===== config.mk =====
export PLATFORM = sky130hd
export DESIGN_NAME = tdc_result_stats
export DESIGN_NICKNAME = d
export VERILOG_FILES = /design/src/rtl/tdc_result_stats.sv
export SDC_FILE = /design/constraint.sdc
export NUM_CORES = 1
export LEC_CHECK = 0
export ABC_CLOCK_PERIOD_IN_PS = 5500
export CAP_MARGIN = 30
export CORE_ASPECT_RATIO = 0.6
export CORE_MARGIN = 2
export CORE_UTILIZATION = 43
export CTS_CLUSTER_SIZE = 16
export DETAILED_ROUTE_END_ITERATION = 8
export GPL_TIMING_DRIVEN = 1
export PLACE_DENSITY = 0.74
export SYNTH_ARGS = -nofsm -noshare
export SYNTH_HDL_FRONTEND = slang
export SYNTH_SLANG_ARGS = --single-unit

===== constraint.sdc =====
create_clock -name clk -period 5.5 [get_ports clk]
set_clock_uncertainty 0.1 [all_clocks]
set_input_delay 0.825 -clock clk [delete_from_list [all_inputs] [get_ports clk]]
set_output_delay 0.825 -clock clk [all_outputs]
set_load 0.02 [all_outputs]

===== src/rtl/tdc_result_stats.sv =====
// Windowed min/max/mean/spread/error statistics over 2^WINDOW_LOG2 TDC measurements,
// emitting one record per window on a valid/ready output register.
module tdc_result_stats #(
  parameter int DATA_W      = 32,
  parameter int WINDOW_LOG2 = 4
) (
  input  logic                   clk,
  input  logic                   rst_n,
  input  logic                   meas_valid,
  input  logic [DATA_W-1:0]      meas_interval,
  input  logic                   meas_error,
  input  logic                   clear,
  output logic                   stats_valid,
  input  logic                   stats_ready,
  output logic [DATA_W-1:0]      stats_min,
  output logic [DATA_W-1:0]      stats_max,
  output logic [DATA_W-1:0]      stats_mean,
  output logic [DATA_W-1:0]      stats_spread,
  output logic [15:0]            stats_err_count,
  output logic [WINDOW_LOG2:0]   window_fill,
  output logic                   overrun,
  output logic [7:0]             drop_count
);

  localparam int SUM_W = DATA_W + WINDOW_LOG2;
  localparam logic [WINDOW_LOG2:0] LAST_FILL = {1'b0, {WINDOW_LOG2{1'b1}}};
  localparam logic [WINDOW_LOG2:0] FILL_ONE  = {{WINDOW_LOG2{1'b0}}, 1'b1};

  typedef enum logic {
    EMPTY,
    ACCUM
  } acc_state_t;

  acc_state_t            state_reg, state_next;
  logic [WINDOW_LOG2:0]  fill_reg, fill_next;
  logic [DATA_W-1:0]     run_min_reg, run_min_next;
  logic [DATA_W-1:0]     run_max_reg, run_max_next;
  logic [SUM_W-1:0]      run_sum_reg, run_sum_next;
  logic [15:0]           run_err_reg, run_err_next;

  // Running values with this cycle's sample/error folded in
  logic [DATA_W-1:0]     sample_min;
  logic [DATA_W-1:0]     sample_max;
  logic [SUM_W-1:0]      sample_sum;
  logic [15:0]           sample_err;

  logic                  complete;
  logic                  load;
  logic                  drop;

  logic                  stats_valid_reg;
  logic [DATA_W-1:0]     stats_min_reg;
  logic [DATA_W-1:0]     stats_max_reg;
  logic [DATA_W-1:0]     stats_mean_reg;
  logic [DATA_W-1:0]     stats_spread_reg;
  logic [15:0]           stats_err_reg;
  logic                  overrun_reg;
  logic [7:0]            drop_count_reg;

  always_comb begin
    sample_min = run_min_reg;
    sample_max = run_max_reg;
    sample_sum = run_sum_reg;
    sample_err = run_err_reg;
    if (meas_valid) begin
      if (meas_interval < run_min_reg) begin
        sample_min = meas_interval;
      end
      if (meas_interval > run_max_reg) begin
        sample_max = meas_interval;
      end
      sample_sum = run_sum_reg + {{WINDOW_LOG2{1'b0}}, meas_interval};
    end
    if (meas_error && (run_err_reg != 16'hFFFF)) begin
      sample_err = run_err_reg + 16'd1;
    end
  end

  always_comb begin
    state_next   = state_reg;
    fill_next    = fill_reg;
    run_min_next = run_min_reg;
    run_max_next = run_max_reg;
    run_sum_next = run_sum_reg;
    run_err_next = run_err_reg;
    complete     = 1'b0;

    if (clear) begin
      state_next   = EMPTY;
      fill_next    = '0;
      run_min_next = '1;
      run_max_next = '0;
      run_sum_next = '0;
      run_err_next = '0;
    end else begin
      case (state_reg)
        EMPTY: begin
          run_err_next = sample_err;
          if (meas_valid) begin
            state_next   = ACCUM;
            fill_next    = FILL_ONE;
            run_min_next = sample_min;
            run_max_next = sample_max;
            run_sum_next = sample_sum;
          end
        end
        ACCUM: begin
          run_err_next = sample_err;
          if (meas_valid) begin
            if (fill_reg == LAST_FILL) begin
              // Final sample: record is built from sample_* and accumulators restart
              complete     = 1'b1;
              state_next   = EMPTY;
              fill_next    = '0;
              run_min_next = '1;
              run_max_next = '0;
              run_sum_next = '0;
              run_err_next = '0;
            end else begin
              fill_next    = fill_reg + FILL_ONE;
              run_min_next = sample_min;
              run_max_next = sample_max;
              run_sum_next = sample_sum;
            end
          end
        end
        default: begin
          state_next = EMPTY;
          fill_next  = '0;
        end
      endcase
    end
  end

  assign load = complete && (!stats_valid_reg || stats_ready);
  assign drop = complete && !load;

  always_ff @(posedge clk) begin
    if (!rst_n) begin
      state_reg   <= EMPTY;
      fill_reg    <= '0;
      run_min_reg <= '1;
      run_max_reg <= '0;
      run_sum_reg <= '0;
      run_err_reg <= '0;
    end else begin
      state_reg   <= state_next;
      fill_reg    <= fill_next;
      run_min_reg <= run_min_next;
      run_max_reg <= run_max_next;
      run_sum_reg <= run_sum_next;
      run_err_reg <= run_err_next;
    end
  end

  always_ff @(posedge clk) begin
    if (!rst_n) begin
      stats_valid_reg  <= 1'b0;
      stats_min_reg    <= '0;
      stats_max_reg    <= '0;
      stats_mean_reg   <= '0;
      stats_spread_reg <= '0;
      stats_err_reg    <= '0;
      overrun_reg      <= 1'b0;
      drop_count_reg   <= '0;
    end else begin
      stats_valid_reg <= load || (stats_valid_reg && !stats_ready);
      if (load) begin
        stats_min_reg    <= sample_min;
        stats_max_reg    <= sample_max;
        stats_mean_reg   <= sample_sum[SUM_W-1:WINDOW_LOG2];
        stats_spread_reg <= sample_max - sample_min;
        stats_err_reg    <= sample_err;
      end
      if (drop) begin
        overrun_reg <= 1'b1;
        if (drop_count_reg != 8'hFF) begin
          drop_count_reg <= drop_count_reg + 8'd1;
        end
      end
    end
  end

  assign stats_valid     = stats_valid_reg;
  assign stats_min       = stats_min_reg;
  assign stats_max       = stats_max_reg;
  assign stats_mean      = stats_mean_reg;
  assign stats_spread    = stats_spread_reg;
  assign stats_err_count = stats_err_reg;
  assign window_fill     = fill_reg;
  assign overrun         = overrun_reg;
  assign drop_count      = drop_count_reg;

endmodule


Fig. 1: run 1, cell placement
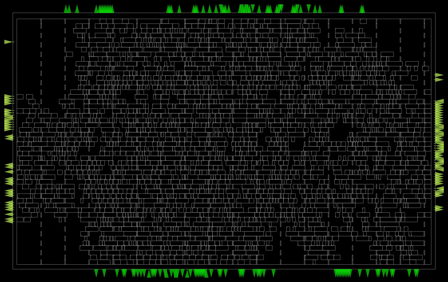
FILL cells: 2,938
Core Rows: 52
share of the core filled with cells: 59.7%

Fig. 2: run 1, metal layers overlaid
Scale: 2 px per um. Two of the layers only.
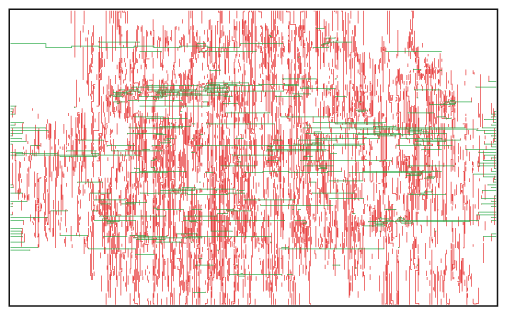
Key: green = metal 3 [wire length 3,630 um]; red = metal 2 [wire length 20.8 mm]

==> impl_results.html, run 1 <==
<h3>Flow metrics</h3>
<table>
<tr><th>Metric</th><th>Value</th></tr>
<tr><th colspan="2">Synth</th></tr>
<tr><td>Warnings, synthesis</td><td>0</td></tr>
<tr><td>Yosys stat chip area</td><td>around 0.015 sq mm</td></tr>
<tr><td>Post-synthesis instance area</td><td>approximately 0.015 sq mm</td></tr>
<tr><td>Count of library flops with an enable pin</td><td>0</td></tr>
<tr><td>Fraction of the mapped netlist area in compound gates</td><td>22.2%</td></tr>
<tr><td>Number of library cell types mapped by synthesis</td><td>69</td></tr>
<tr><td>Net count entering floorplan</td><td>slightly below 2,000</td></tr>
<tr><td>Logic family by area</td><td>AND-OR/OR-AND gates</td></tr>
<tr><td>Multiplexer fraction of the synthesized cell area</td><td>3.18%</td></tr>
<tr><td>Simple-Gate Area Share</td><td>16.4%</td></tr>
<tr><td>Cells after Synth</td><td>1,800</td></tr>
<tr><td>Part of the Yosys area used for sequential elements</td><td>between 30% and 40%</td></tr>
<tr><td>Leading cell types by total area after synthesis</td><td>sky130_fd_sc_hd__dfxtp_1 37%, sky130_fd_sc_hd__ha_1 11%, sky130_fd_sc_hd__nor2_1 6.6%</td></tr>
<tr><th colspan="2">STA</th></tr>
<tr><td>Unrepaired setup endpoints after global routing</td><td>true</td></tr>
<tr><td>Number of hold violations in the final report</td><td>0</td></tr>
<tr><td>Final setup fails</td><td>0</td></tr>
<tr><td>Total Negative Setup Slacks</td><td>0 ps</td></tr>
<tr><td>Post-route clock period utilization</td><td>98.4%</td></tr>
<tr><td>Number of max-slew violations in the final report</td><td>0</td></tr>
<tr><td>Slew margin rel.</td><td>between 40% and 50%</td></tr>
<tr><td>Maximum clock frequency</td><td>185 MHz</td></tr>
<tr><th colspan="2">GRT</th></tr>
<tr><td>Largest net degree at the start of global routing</td><td>roughly 140</td></tr>
<tr><td>Number of global-route vias before repair</td><td>13,800</td></tr>
<tr><td>Met2 layer usage reported by global route</td><td>approximately two fifths</td></tr>
<tr><td>Wire length of the first global-routing pass</td><td>between 70,000 and 80,000 um</td></tr>
<tr><td>Overall fraction of global-route tracks in use</td><td>about a quarter</td></tr>
<tr><td>Number of antenna violations at the first check in global routing</td><td>0</td></tr>
<tr><td>Highest-utilization routing layer at the global route stage</td><td>met2</td></tr>
<tr><td>Met3 capacity usage during global routing</td><td>under 10%</td></tr>
<tr><th colspan="2">Status</th></tr>
<tr><td>Status</td><td>complete, no violations</td></tr>
<tr><th colspan="2">Setup path</th></tr>
<tr><td>Data required time at the worst endpoint</td><td>a little under 6000 ps</td></tr>
<tr><td>Data arrival time of the worst path</td><td>just under 6000 ps</td></tr>
<tr><td>Number of buffers and inverters on the critical path</td><td>8</td></tr>
<tr><td>Category of cells accounting for the largest share of critical-path delay</td><td>AND-OR/OR-AND gates</td></tr>
<tr><td>Most used cell along the critical path</td><td>sky130_fd_sc_hd__buf_4</td></tr>
<tr><td>Ordered list of cells on the worst path</td><td>clkdlybuf4s50_1, ha_1, nand4_1, buf_4, buf_4, a21oi_1, buf_4, nor2_1, a41oi_2, o31ai_4, buf_4, buf_6, buf_4, mux2i_1, inv_1, ha_1, and3_1, a2111oi_4, o31a_2, o31ai_4, a41o_4, a31oi_4, or3_1, a311oi_1</td></tr>
<tr><td>Slowest stage cell, crit path</td><td>sky130_fd_sc_hd__clkdlybuf4s50_1</td></tr>
<tr><td>Crit-path max FO</td><td>7</td></tr>
<tr><th colspan="2">Route</th></tr>
<tr><td>Uppermost metal layer occupied by signal nets</td><td>met4</td></tr>
<tr><td>Number of remaining DRC errors</td><td>0</td></tr>
<tr><td>Detailed-route wire length</td><td>around 48,000 um</td></tr>
<tr><td>Detail-routed net length per standard cell</td><td>~18 um</td></tr>
<tr><td>Metal3 WL</td><td>approximately 3600 um</td></tr>
<tr><th colspan="2">Finish</th></tr>
<tr><td>Top logic cell by instance count in the layout</td><td>sky130_fd_sc_hd__dfxtp_1</td></tr>
<tr><td>Most instantiated logic cells after routing</td><td>276 x sky130_fd_sc_hd__dfxtp_1, 260 x sky130_fd_sc_hd__nor2_1, 234 x sky130_fd_sc_hd__buf_4</td></tr>
<tr><td>Non-Filler Cell Area, Final</td><td>approximately 0.02 sq mm</td></tr>
<tr><td>Largest register FFs</td><td>36</td></tr>
<tr><td>Post-layout nets</td><td>about 2,300</td></tr>
<tr><th colspan="2">Power</th></tr>
<tr><td>Leak Pwr</td><td>between 8 and 9 nW</td></tr>
<tr><td>Total power per unit cell area</td><td>roughly 250 mW/mm^2</td></tr>
<tr><th colspan="2">Clock network</th></tr>
<tr><td>Clock latency on the worst-skew pair</td><td>approximately 570 ps</td></tr>
<tr><td>Bufs on Longest Clock Path</td><td>3</td></tr>
<tr><td># H-tree levels</td><td>1</td></tr>
<tr><td>Clock tree from TritonCTS</td><td>yes</td></tr>
<tr><th colspan="2">Placement</th></tr>
<tr><td>Cell Area, Placed</td><td>0.0187 sq mm</td></tr>
<tr><td>Detailed-placement wirelength estimate</td><td>35,100 um</td></tr>
<tr><td># placed instances</td><td>around 2,600</td></tr>
<tr><th colspan="2">Die</th></tr>
<tr><td>Overall die area</td><td>roughly 0.036 sq mm</td></tr>
</table>
Fig. 3: run 1, cell sizes after repair
Scale: 2 px per um.
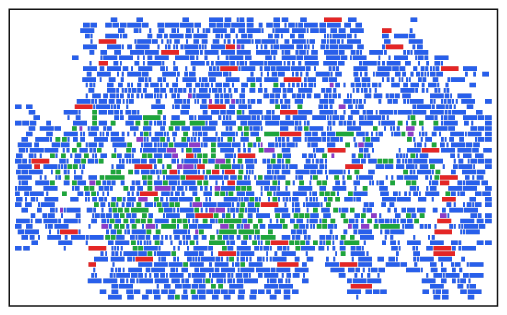
Key: blue = _0 and _1 cells [cells 1,863, share 85%]; green = _3 and _4 cells [cells 253, share 12%]; red = _6 and larger [cells 47, share 2.1%]; purple = _2 cells [cells 37, share 1.7%]

[run 1: final timing paths]
kind,startpoint,end,slack [ps],cells past startpoint
hold reg to reg,stats_spread[27],stats_spread[27],350,2
setup reg to reg,run_max_reg[14],stats_spread[26],310,24
setup / recovery,meas_interval[12],stats_spread[26],90,24
hold / removal,stats_spread[27],stats_spread[27],350,2
[run 1: worst reg2reg max path, cell delays in order (launching register included)]
cell                        delay, ps
sky130_fd_sc_hd__dfxtp_1          420
sky130_fd_sc_hd__inv_1             70
sky130_fd_sc_hd__ha_1             280
sky130_fd_sc_hd__nand4_1          100
sky130_fd_sc_hd__buf_4            150
sky130_fd_sc_hd__buf_4            120
sky130_fd_sc_hd__a21oi_1           40
sky130_fd_sc_hd__buf_4            130
sky130_fd_sc_hd__nor2_1           110
sky130_fd_sc_hd__a41oi_2          180
sky130_fd_sc_hd__o31ai_4          250
sky130_fd_sc_hd__buf_4            160
sky130_fd_sc_hd__buf_6            140
sky130_fd_sc_hd__buf_4            120
sky130_fd_sc_hd__mux2i_1          220
sky130_fd_sc_hd__inv_1             90
sky130_fd_sc_hd__ha_1             340
sky130_fd_sc_hd__and3_1           210
sky130_fd_sc_hd__a2111oi_4         90
sky130_fd_sc_hd__o31a_2           380
sky130_fd_sc_hd__o31ai_4          270
sky130_fd_sc_hd__a41o_4           320
sky130_fd_sc_hd__a31oi_4          130
sky130_fd_sc_hd__or3_1            370
sky130_fd_sc_hd__a311oi_1         300
[run 1: power by group]
group / total, mW / internal, mW / switching [mW] / leakage [nW]
logic: 1.01 / 0.458 / 0.552 / 5.90
clock network: 2.07 / 1.21 / 0.856 / 0.484
registers: 2.04 / 2.03 / 0.0168 / 2.23
[run 1: synthesized netlist by cell type (all sizes together) (3+ instances only)]
cell type  instances
a211oi           107
a21boi             6
a21o              22
a21oi            171
a22oi             34
a311oi             4
a31oi             11
a41oi              5
and2               9
and3              17
buf               13
clkbuf            77
dfxtp            276
ha               129
inv              118
mux2i             47
nand2            163
nand2b             4
nand3             36
nand3b             7
nand4             14
nor2             260
nor2b              9
nor3              19
nor4               5
o2111ai            3
o211a              5
o211ai            18
o21a              15
o21ai             56
o21bai             8
o22ai              3
o31a               6
o31ai             10
or2                5
or3                6
or4                3
xnor2             43
xor2              30
[run 1: metrics by stage]
step           power (mW)  worst slack, ps
4_1_cts              5.08             19.6
5_1_grt              5.32             -177
3_3_place_gp         3.01             -451
3_5_place_dp         3.02             -660
6_report             5.12             85.4
2_1_floorplan        2.60             94.2
[run 1: layout make-up]
| type | instances | area [sq um] |
|---|---|---|
| well taps | 459 | 574 |
| clock buffers | 39 | 803 |
| fillers | 2938 | 13600 |
| flip-flops and latches | 276 | 5530 |
| multi-input cells | 1316 | 8770 |
| clock inverters | 13 | 181 |
| repair buffers | 438 | 3850 |
| inverters | 118 | 445 |
[run 1: timing repair]
action | CTS | global route
endpoints found under the setup margin | 5 | 14
hold buffers | 0 | 0
pin swaps | 1 | 19
gates resized | 3 | 55
gates cloned | 0 | 1
buffers inserted | 1 | 15
==> inputs of run 2 (changes only) <==
--- a/config.mk
+++ b/config.mk
@@ -10,6 +10,7 @@
 export CORE_ASPECT_RATIO = 0.6
 export CORE_MARGIN = 2
 export CORE_UTILIZATION = 43
+export CTS_BUF_LIST = sky130_fd_sc_hd__clkbuf_16
 export CTS_CLUSTER_SIZE = 16
 export DETAILED_ROUTE_END_ITERATION = 8
 export GPL_TIMING_DRIVEN = 1
Fig. 4: run 2, metal layers overlaid
Scale: 2 px per um. Two of the layers only.
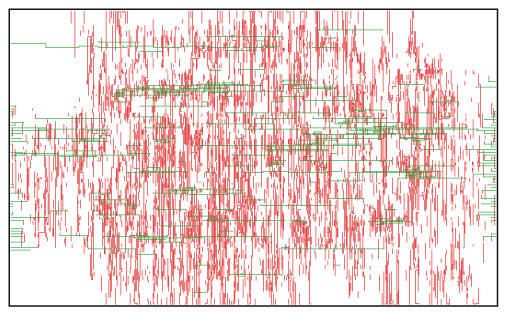
Key: red = metal 2 [wire length 20.7 mm]; green = metal 3 [wire length 3,560 um]

==> run 2 against run 1 <==
Compared with the run above: register-to-register slack lost 20 ps; combinational power about the same; critical path depth is the same; non-clock buffer count is the same; via count shrank 0.17%; global-route usage unchanged.
==> impl_results.html, run 2 <==
<h3>Flow metrics</h3>
<table>
<tr><th>Metric</th><th>Value</th></tr>
<tr><th colspan="2">Status</th></tr>
<tr><td>Status</td><td>complete, no violations</td></tr>
<tr><th colspan="2">Synth</th></tr>
<tr><td>Net count entering floorplan</td><td>~2,000</td></tr>
<tr><td>Part of the Yosys area used for sequential elements</td><td>a little under two fifths</td></tr>
<tr><td>Most used standard cell by instance count after synthesis</td><td>sky130_fd_sc_hd__dfxtp_1</td></tr>
<tr><td>Warnings, synthesis</td><td>0</td></tr>
<tr><td>Count of library flops with an enable pin</td><td>0</td></tr>
<tr><td>Cells after Synth</td><td>approximately 1,800</td></tr>
<tr><td>Number of library cell types mapped by synthesis</td><td>69</td></tr>
<tr><td>Most frequent cells after synthesis</td><td>276 x sky130_fd_sc_hd__dfxtp_1, 260 x sky130_fd_sc_hd__nor2_1, 170 x sky130_fd_sc_hd__a21oi_1, 163 x sky130_fd_sc_hd__nand2_1, 129 x sky130_fd_sc_hd__ha_1</td></tr>
<tr><th colspan="2">Setup path</th></tr>
<tr><td>Data arrival time of the worst path</td><td>5780 ps</td></tr>
<tr><td>Most used cell along the critical path</td><td>sky130_fd_sc_hd__buf_4</td></tr>
<tr><td>Data required time at the worst endpoint</td><td>between 5000 and 6000 ps</td></tr>
<tr><td>Slowest stage cell, crit path</td><td>sky130_fd_sc_hd__clkdlybuf4s50_1</td></tr>
<tr><td>Crit-path max FO</td><td>7</td></tr>
<tr><th colspan="2">GRT</th></tr>
<tr><td>Number of global-route vias before repair</td><td>between 10,000 and 15,000</td></tr>
<tr><td>Overall fraction of global-route tracks in use</td><td>between 20 and 30%</td></tr>
<tr><td>Wire length of the first global-routing pass</td><td>~74,000 um</td></tr>
<tr><td>Number of antenna violations at the first check in global routing</td><td>0</td></tr>
<tr><th colspan="2">Clock network</th></tr>
<tr><td>Clock latency on the worst-skew pair</td><td>approximately 570 ps</td></tr>
<tr><td>CTS hold repair buffers</td><td>0</td></tr>
<tr><td>Bufs on Longest Clock Path</td><td>3</td></tr>
<tr><td>Clock tree from TritonCTS</td><td>yes</td></tr>
<tr><th colspan="2">Placement</th></tr>
<tr><td>Cell Area, Placed</td><td>about 0.019 sq mm</td></tr>
<tr><td>Detailed-placement wirelength estimate</td><td>approximately 35,000 um</td></tr>
<tr><td># placed instances</td><td>2,590</td></tr>
<tr><th colspan="2">Power</th></tr>
<tr><td>Internal</td><td>3.63 mW</td></tr>
<tr><td>Leak Pwr</td><td>8.62 nW</td></tr>
<tr><td>Total power per unit cell area</td><td>between 200 and 300 mW/mm^2</td></tr>
<tr><td>Proportion of power drawn by the clock network</td><td>39.6%</td></tr>
<tr><td>Sw Ratio</td><td>28.2%</td></tr>
<tr><th colspan="2">Finish</th></tr>
<tr><td>Post-layout nets</td><td>approximately 2,300</td></tr>
<tr><td>Area of all sequential standard cells</td><td>roughly 0.0055 sq mm</td></tr>
<tr><td>Largest register FFs</td><td>36</td></tr>
<tr><th colspan="2">Die</th></tr>
<tr><td>Core Rows</td><td>between 50 and 60</td></tr>
<tr><td>Overall die area</td><td>between 0.03 and 0.04 sq mm</td></tr>
<tr><th colspan="2">STA</th></tr>
<tr><td>Maximum clock frequency</td><td>roughly 180 MHz</td></tr>
<tr><td>Number of hold violations in the final report</td><td>0</td></tr>
<tr><td>Post-route clock period utilization</td><td>just under 100%</td></tr>
<tr><td>Slew margin rel.</td><td>between 40% and 50%</td></tr>
<tr><td>Number of max-slew violations in the final report</td><td>0</td></tr>
<tr><td>Unrepaired setup endpoints after global routing</td><td>true</td></tr>
<tr><td>Total Negative Setup Slacks</td><td>0 ps</td></tr>
<tr><td>Final setup fails</td><td>0</td></tr>
<tr><th colspan="2">Route</th></tr>
<tr><td>Detail-routed net length per standard cell</td><td>roughly 18 um</td></tr>
<tr><td>Detailed-route wire length</td><td>47,600 um</td></tr>
<tr><td>Number of remaining DRC errors</td><td>0</td></tr>
</table>
## run 2: cell counts after synthesis
No cell type changed its count.
## run 2: cell families (layout without fill, tap and decap cells)
group | Yosys count | count (layout) | share of synthesized area, %
buffers and inverters | 208 | 608 | 5.32
flip-flops | 276 | 276 | 37.4
multiplexers | 47 | 47 | 3.18
adder cells (fa/ha/maj) | 131 | 131 | 11.2
XOR/XNOR | 73 | 73 | 4.32
AND-OR/OR-AND | 502 | 502 | 22.2
AND/OR/NAND/NOR | 563 | 563 | 16.4
## run 2: area by class of cell
type	count	area share [%]
tap	459	2.86
clock buffer	29	3.61
sequential	276	27.5
timing repair buffer	438	19.1
multi-input combinational	1316	43.6
inverter	118	2.22
clock inverter	23	1.09
## run 2: worst paths after layout
check	from	end	cells past startpoint	slack [ps]
worst max-delay path	meas_interval[12]	stats_spread[26]	24	70
worst min-delay path	stats_spread[27]	stats_spread[27]	2	350
worst max register to register	run_max_reg[14]	stats_spread[26]	24	290
worst min register to register	stats_spread[27]	stats_spread[27]	2	350
## run 2: per-stage QoR
step | setup slack [ps] | hold slack, ps
final | 68.3 | 354
after global routing | -178 | 372
after CTS | 19.9 | 356
after detailed placement | -660 | 346
after global placement | -451 | 343
after floorplan | 94.2 | 336
## run 2: power by group through the flow
stage | logic [mW] | clock network (mW) | registers (mW)
after detailed placement | 0.934 | 0 | 2.09
after global placement | 0.922 | 0 | 2.09
final | 1.01 | 2.00 | 2.04
after global routing | 1.10 | 2.11 | 2.04
after floorplan | 0.524 | 0 | 2.08
after CTS | 0.943 | 2.02 | 2.04
## run 2: worst max-delay path: cells and delay by family
family                   cells  cell delay, ps
AND-OR/OR-AND                9            1970
adder cells (fa/ha/maj)      2             660
buffers and inverters        8            1340
multiplexers                 1             220
AND/OR/NAND/NOR              4             790
## run 2: metal layers
metal,routed length (um),GRT usage [%],up-vias
li1,-,-,7105
met1,22100,35.9,6814
met2,20700,39.8,532
met3,3560,4.76,86
met4,1290,7.21,0
met5,0,0,-
## run 2: timing repair
item	4_1_cts	5_1_grt
endpoints found under the setup margin	5	14
setup buffers	1	15
gates resized	3	55
hold endpoints to repair	0	0
gates cloned	0	1
pin swaps	1	19
No activity file was given, so power comes from the tool's default toggle rates.
